==> config.mk <==
export PLATFORM = sky130hd
export DESIGN_NAME = sync_ram_clr_flat
export DESIGN_NICKNAME = d
export VERILOG_FILES = /design/src/rtl/sync_ram_clr_pkg.sv /design/src/rtl/sync_ram_clr_if.sv /design/src/rtl/sync_ram_clr_seq.sv /design/src/rtl/sync_ram_clr.sv /design/src/flat_wrapper.sv
export SDC_FILE = /design/constraint.sdc
export NUM_CORES = 1
export LEC_CHECK = 0
export CAP_MARGIN = 5
export CORE_ASPECT_RATIO = 0.8
export CORE_MARGIN = 8
export CORE_UTILIZATION = 50
export DETAILED_ROUTE_END_ITERATION = 10
export GPL_ROUTABILITY_DRIVEN = 0
export PLACE_DENSITY = 0.88
export SKIP_CTS_REPAIR_TIMING = 1
export SLEW_MARGIN = 20
export SYNTH_ARGS = -nofsm -noshare
export SYNTH_HDL_FRONTEND = slang
export SYNTH_SLANG_ARGS = --single-unit
export TNS_END_PERCENT = 1
==> constraint.sdc <==
create_clock -name CLK -period 2 [get_ports CLK]
set_input_delay 0.4 -clock CLK [delete_from_list [all_inputs] [get_ports CLK]]
set_output_delay 0.4 -clock CLK [all_outputs]
set_load 0.03 [all_outputs]
==> src/rtl/sync_ram_clr_pkg.sv <==
// Shared types and constants for the sync_ram_clr memory slice.
package ram_pkg;

    // Clear sequencer states
    typedef enum logic {
        ST_IDLE  = 1'b0,
        ST_CLEAR = 1'b1
    } clr_state_t;

    // RD_MODE selector values
    localparam int unsigned RD_FIRST = 0;
    localparam int unsigned WR_FIRST = 1;

endpackage

==> src/rtl/sync_ram_clr_if.sv <==
// Access/status bundle for sync_ram_clr: requester drives the master side.
interface sync_ram_clr_if #(
    parameter int unsigned DW = 4,
    parameter int unsigned AW = 2
);
    logic          EN;
    logic          WE;
    logic [AW-1:0] A;
    logic [DW-1:0] D;
    logic          CLR;
    logic [DW-1:0] Q;
    logic          QV;
    logic          BUSY;

    modport master (
        output EN, WE, A, D, CLR,
        input  Q, QV, BUSY
    );

    modport slave (
        input  EN, WE, A, D, CLR,
        output Q, QV, BUSY
    );
endinterface

==> src/rtl/sync_ram_clr_seq.sv <==
// Clear sequencer: walks words 0..DEPTH-1 once after reset and on each CLR in IDLE.
module ram_clr_seq
    import ram_pkg::*;
#(
    parameter int unsigned AW    = 2,
    parameter int unsigned DEPTH = 4
) (
    input  logic          CLK,
    input  logic          RST_N,
    input  logic          CLR,
    output logic          BUSY,
    output logic          clr_we,
    output logic [AW-1:0] clr_addr
);

    // Terminal word is DEPTH-1, which need not be the all-ones address
    localparam logic [AW-1:0] LAST = AW'(DEPTH - 1);

    clr_state_t    state, state_nxt;
    logic [AW-1:0] cnt, cnt_nxt;

    // State and sweep counter; reset lands in CLEAR so every boot starts a sweep
    always_ff @(posedge CLK or negedge RST_N) begin
        if (!RST_N) begin
            state <= ST_CLEAR;
            cnt   <= '0;
        end else begin
            state <= state_nxt;
            cnt   <= cnt_nxt;
        end
    end

    // Next-state, counter advance and sweep write strobes
    always_comb begin
        state_nxt = state;
        cnt_nxt   = cnt;
        BUSY      = 1'b0;
        clr_we    = 1'b0;
        clr_addr  = cnt;
        unique case (state)
            ST_IDLE: begin
                if (CLR) begin
                    state_nxt = ST_CLEAR;
                    cnt_nxt   = '0;
                end
            end
            ST_CLEAR: begin
                BUSY   = 1'b1;
                clr_we = 1'b1;
                if (cnt == LAST) begin
                    state_nxt = ST_IDLE;
                    cnt_nxt   = '0;
                end else begin
                    cnt_nxt = cnt + 1'b1;
                end
            end
            default: begin
                state_nxt = ST_CLEAR;
                cnt_nxt   = '0;
            end
        endcase
    end

endmodule

==> src/rtl/sync_ram_clr.sv <==
// Single-port synchronous RAM with registered read, read-valid pulse and clear sweep.
module sync_ram_clr
    import ram_pkg::*;
#(
    parameter int unsigned DW      = 4,
    parameter int unsigned AW      = 2,
    parameter int unsigned DEPTH   = 4,
    parameter int unsigned RD_MODE = RD_FIRST,
    parameter              CLR_VAL = 0
) (
    input  logic          CLK,
    input  logic          RST_N,
    sync_ram_clr_if.slave bus
);

    localparam logic [DW-1:0] CLR_WORD = DW'(CLR_VAL);

    logic [DW-1:0] mem [DEPTH];

    logic          busy;
    logic          clr_we;
    logic [AW-1:0] clr_addr;
    logic          in_range;
    logic          access;
    logic          port_we;
    logic [DW-1:0] rd_word;
    logic          wr_en;
    logic [AW-1:0] wr_addr;
    logic [DW-1:0] wr_data;

    ram_clr_seq #(
        .AW    (AW),
        .DEPTH (DEPTH)
    ) u_seq (
        .CLK      (CLK),
        .RST_N    (RST_N),
        .CLR      (bus.CLR),
        .BUSY     (busy),
        .clr_we   (clr_we),
        .clr_addr (clr_addr)
    );

    assign bus.BUSY = busy;
    assign in_range = ({1'b0, bus.A} < (AW + 1)'(DEPTH));
    assign access   = bus.EN && !busy;
    assign port_we  = access && !bus.WE && in_range;
    assign rd_word  = in_range ? mem[bus.A] : '0;

    // Single array write port: sweep owns it while busy, otherwise the access port
    always_comb begin
        wr_en   = clr_we | port_we;
        wr_addr = bus.A;
        wr_data = bus.D;
        if (clr_we) begin
            wr_addr = clr_addr;
            wr_data = CLR_WORD;
        end
    end

    // Array storage; contents are not reset, the sweep initialises them
    always_ff @(posedge CLK) begin
        if (wr_en) begin
            mem[wr_addr] <= wr_data;
        end
    end

    // Registered read data and valid pulse; the sweep never touches Q
    always_ff @(posedge CLK or negedge RST_N) begin
        if (!RST_N) begin
            bus.Q  <= '0;
            bus.QV <= 1'b0;
        end else begin
            bus.QV <= access;
            if (access) begin
                if (!bus.WE && (RD_MODE == WR_FIRST)) begin
                    bus.Q <= bus.D;
                end else begin
                    bus.Q <= rd_word;
                end
            end
        end
    end

endmodule

==> src/flat_wrapper.sv <==
// flat-port wrapper written by rule: the top's interface ports become plain ports
module sync_ram_clr_flat import ram_pkg::*;
#(
    parameter int unsigned DW      = 4,
    parameter int unsigned AW      = 2,
    parameter int unsigned DEPTH   = 4,
    parameter int unsigned RD_MODE = RD_FIRST,
    parameter              CLR_VAL = 0
)
  (CLK, RST_N, bus_EN, bus_WE, bus_A, bus_D, bus_CLR, bus_Q, bus_QV, bus_BUSY);
  sync_ram_clr_if #(.DW(DW), .AW(AW)) bus_i ();
  input  logic CLK;
  input  logic RST_N;
  input wire logic [$bits(bus_i.EN)-1:0] bus_EN;
  input wire logic [$bits(bus_i.WE)-1:0] bus_WE;
  input wire logic [$bits(bus_i.A)-1:0] bus_A;
  input wire logic [$bits(bus_i.D)-1:0] bus_D;
  input wire logic [$bits(bus_i.CLR)-1:0] bus_CLR;
  output wire logic [$bits(bus_i.Q)-1:0] bus_Q;
  output wire logic [$bits(bus_i.QV)-1:0] bus_QV;
  output wire logic [$bits(bus_i.BUSY)-1:0] bus_BUSY;
  assign bus_i.EN = bus_EN;
  assign bus_i.WE = bus_WE;
  assign bus_i.A = bus_A;
  assign bus_i.D = bus_D;
  assign bus_i.CLR = bus_CLR;
  assign bus_Q = bus_i.Q;
  assign bus_QV = bus_i.QV;
  assign bus_BUSY = bus_i.BUSY;
  sync_ram_clr #(.DW(DW), .AW(AW), .DEPTH(DEPTH), .RD_MODE(RD_MODE), .CLR_VAL(CLR_VAL)) u_core (.CLK(CLK), .RST_N(RST_N), .bus(bus_i));
endmodule
Fig. 1: gate-type map
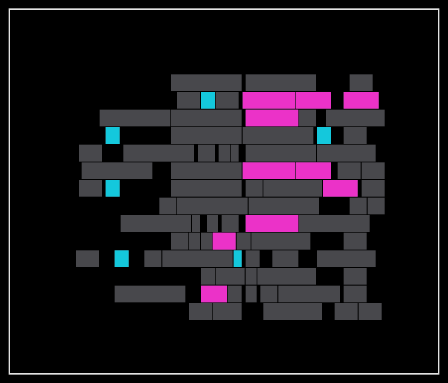
NOR gates: marked cyan, cells 6, most used nor2b_1. multiplexers: marked magenta, cells 10.
Layout Cells excl Fill: 106
most used logic cell in the final layout: edfxtp_1

Fig. 2: a small window of the routed layout
The bar under the picture is 5 µm long. Region (23, 29) to (43, 49) µm. Cells in gray, sequential cells in the stronger gray; small squares are vias.
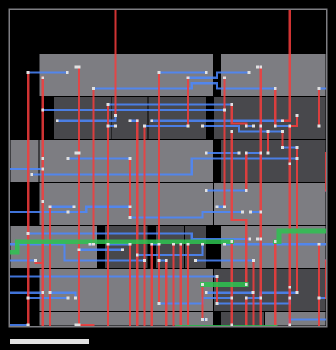
met3: marked green. met2: marked red. met1: marked blue.
Netlist names of flops here include `u_core.mem` (8). 17 logic cells have their middle in the window. Sequential cells in the window: 8. Most frequent: edfxtp_1 (8), mux4_2 (3), clkdlybuf4s50_1 (2).

Fig. 3: clock routing
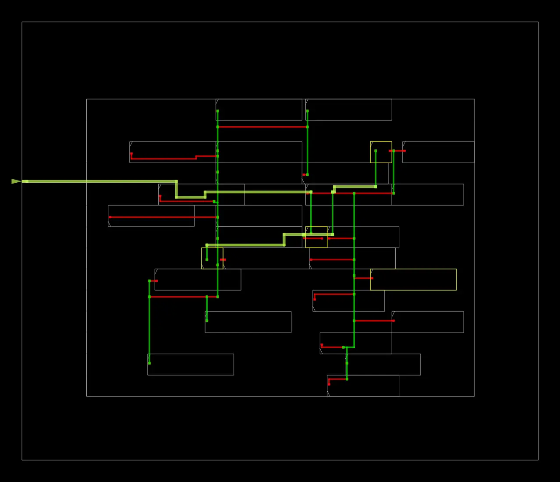
Num CTS Buffers: 3
clock group power: 343 µW
flip-flops: 24
number of clock buffers in the layout: 3
CTS sink count: 24

Fig. 4: pin map
The bar under the picture is 20 µm long. Pins as bars across the die edge, other pins in gray.
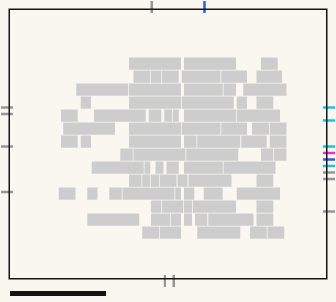
`bus_A`: marked blue, pins 2, direction input, edge 1 right, 1 top. `bus_QV`: marked magenta, pins 1, direction output, edge right. `bus_Q`: marked cyan, pins 4, direction output, edge right.
All pins by edge: 9 right, 4 left, 2 top, 2 bottom.

==> deck_impl_summary.md <==
Physical Implementation Snapshot

Run status
  – Status: completed

Timing
  – Setup TNS: 0 ns
  – Setup Skew: 0.00991 ns
  – Worst hold slack: 0.346 ns
  – Final min period: 1.77 ns
  – Least-Margin Pin Slew: 0.348 ns
  – Final Setup Violations: 0
  – Pins over their slew limit: 0
  – Relative slew slack: 0.767
  – Fmax: 566 MHz
  – Final Cycle Share: 0.883
  – RSZ-0062 raised after global routing: no
  – Post-route setup slack: 0.234 ns
  – Hold Fails Final Rpt: 0

CTS
  – CTS tree: built
  – Clock slew at reported path FFs: 0.12 ns
  – Root Driver: clkbuf_4
  – CTS H-tree depth: 1
  – Deepest clock path buffer count: 2

Place
  – Placement Setup Slack: -0.0782 ns
  – Dpl hpwl: 1.54 mm
  – Placed Instances: 102
  – IO buf count: 16

Setup path
  – WS Path Type: flip-flop to output pin
  – Buf+Inv Stages, Crit Path: 1
  – Crit path launch type: flip-flop
  – CP required: 1.60 ns
  – CP max FO: 2
  – CP peak stage delay: 0.68 ns
  – Cell chain of the critical path: clkdlybuf4s50_1
  – Worst path top cell family by delay: buffers and inverters
  – Endpoint class of the critical path: output pin
  – Slowest-stage cell, CP: clkdlybuf4s50_1
  – Worst EP arrival: 1.37 ns

Floorplanning
  – Chip area: 0.00371 mm²
  – Top Ports: 17
  – Die W: 66.2 µm
  – Die Y: 56.1 µm
  – Fp util: 0.532
  – FP Rows: 14
  – Core area: 0.00189 mm²

Layout
  – Final nets: 95
  – # fillers: 142
  – Gate Area: 303 µm²
  – Reg area: 682 µm²
  – Synthesis-to-layout area growth: 27.5%
  – Antenna diodes: 0
  – Ratio of cells with drive above 1 in the final layout: 0.256
  – Post-layout util: 0.678
  – Most frequent cells in the layout: 16 x edfxtp_1, 15 x clkdlybuf4s50_1, 7 x buf_4, 7 x dfrtp_1

Drt
  – Starting DRT DRC Count: 14
  – DRC errors left: 0
  – WL/cell: 18.9 µm
  – Vias: 566
  – Final ANT Viol Nets: 0
  – Total Routed Length: 2.00 mm

Yosys
  – Register share after synthesis: 0.678
  – Synth Area per Inst: 17.3 µm²
  – Mapped cell area: 0.00101 mm²
  – Mapped Cells: 58
  – Synthesis area per yosys: 0.00101 mm²
  – Unique cell types: 20
  – Syn nets: 70
  – Main flop type: edfxtp_1
  – FFs w/ async S/R, synth: 0.333
  – Cells in synth_stat.txt: 58
  – Number of flops mapped to enable cells by yosys: 16

Pwr
  – Total internal power: 1.39 mW
  – Worst vdd ir: 0.987 mV
  – Sw Share: 0.317
  – Sequential share of power: 0.440
  – Clock share of power: 0.169
  – Leak pwr: 0.492 nW
  – Sw power: 642 µW

Global route
  – All-Layer GR Usage: 0.112
  – Largest net degree at the start of global routing: 15
  – First-pass GRT wire length: 3.12 mm
  – Initial antenna violation count: 0
  – Vias in the first global route: 602
  – Grt total ovfl: 0

Job
  – Tool warnings: 26

Min path
  – Hold Path Class: input port to async pin
## power groups by stage
stage               Sequential, mW  Clock [mW]  Combinational, mW
finish                       0.891       0.343              0.793
global route                 0.904       0.366              0.850
CTS                          0.890       0.350              0.804
detailed placement           0.900           0              0.799
global placement             0.887           0              0.751
floorplan                    0.982           0              0.369
## synthesized netlist by cell type, types with 2 or more instances
cell type,number,area [µm²]
edfxtp_1,16,480
dfrtp_1,7,175
a21oi_1,5,25.0
nor2b_1,5,31.3
mux2_4,4,60.1
mux4_2,4,90.1
nand2b_1,3,18.8
nand2_1,2,7.51
## layer usage
layer / global-route usage / wire (µm)
met5: 0 / 0
met2: 0.187 / 971
met1: 0.122 / 878
met4: 0.0274 / 0
met3: 0.0584 / 152
## sequential cells by signal, summed over array words and instances, names as in the netlist
name	cells
u_core.u_seq.state	1
u_core.u_seq.clr_addr	2
u_core.bus.Q	4
u_core.bus.QV	1
u_core.mem	16
## final cells by class
| cell class | count | area share |
|---|---|---|
| clock buffers | 3 | 0.0176 |
| clock inverters | 1 | 0.0234 |
| multi-input cells | 31 | 0.236 |
| flip-flops and latches | 24 | 0.532 |
| well taps | 24 | 0.0234 |
| repair buffers | 23 | 0.168 |
## through the flow
| step | area (µm²) | power [mW] |
|---|---|---|
| after floorplan | 1010 | 1.35 |
| after global routing | 1280 | 2.12 |
| after detailed placement | 1230 | 1.70 |
| after CTS | 1280 | 2.04 |
| after global placement | 1230 | 1.64 |
| final | 1280 | 2.03 |
## logic make-up (layout without fill, tap and decap cells)
kind of cell | count (synthesis) | after routing | share of synthesized area
compound gates | 7 | 7 | 0.0361
fa+ha+maj | 1 | 1 | 0.0124
buf+inv | 3 | 27 | 0.0211
flops | 24 | 24 | 0.678
mux | 10 | 10 | 0.170
simple gates | 13 | 13 | 0.0821
## path summary, 6_finish.rpt
check                                      endpoint               start  cells past startpoint  slack, ns
max                                        bus_Q[1]     u_core.bus.Q[1]                      1       0.23
min                        u_core.u_seq.clr_addr[1]               RST_N                      1       0.35
max reg2reg                        u_core.mem[0][2]  u_core.u_seq.state                      4       0.27
min reg2reg                         u_core.bus.Q[3]     u_core.bus.Q[3]                      1       0.53
max in group asynchronous        u_core.u_seq.state               RST_N                      1       1.36
min in group CLK                    u_core.bus.Q[3]     u_core.bus.Q[3]                      1       0.53
Power and IR drop assume default switching activity.
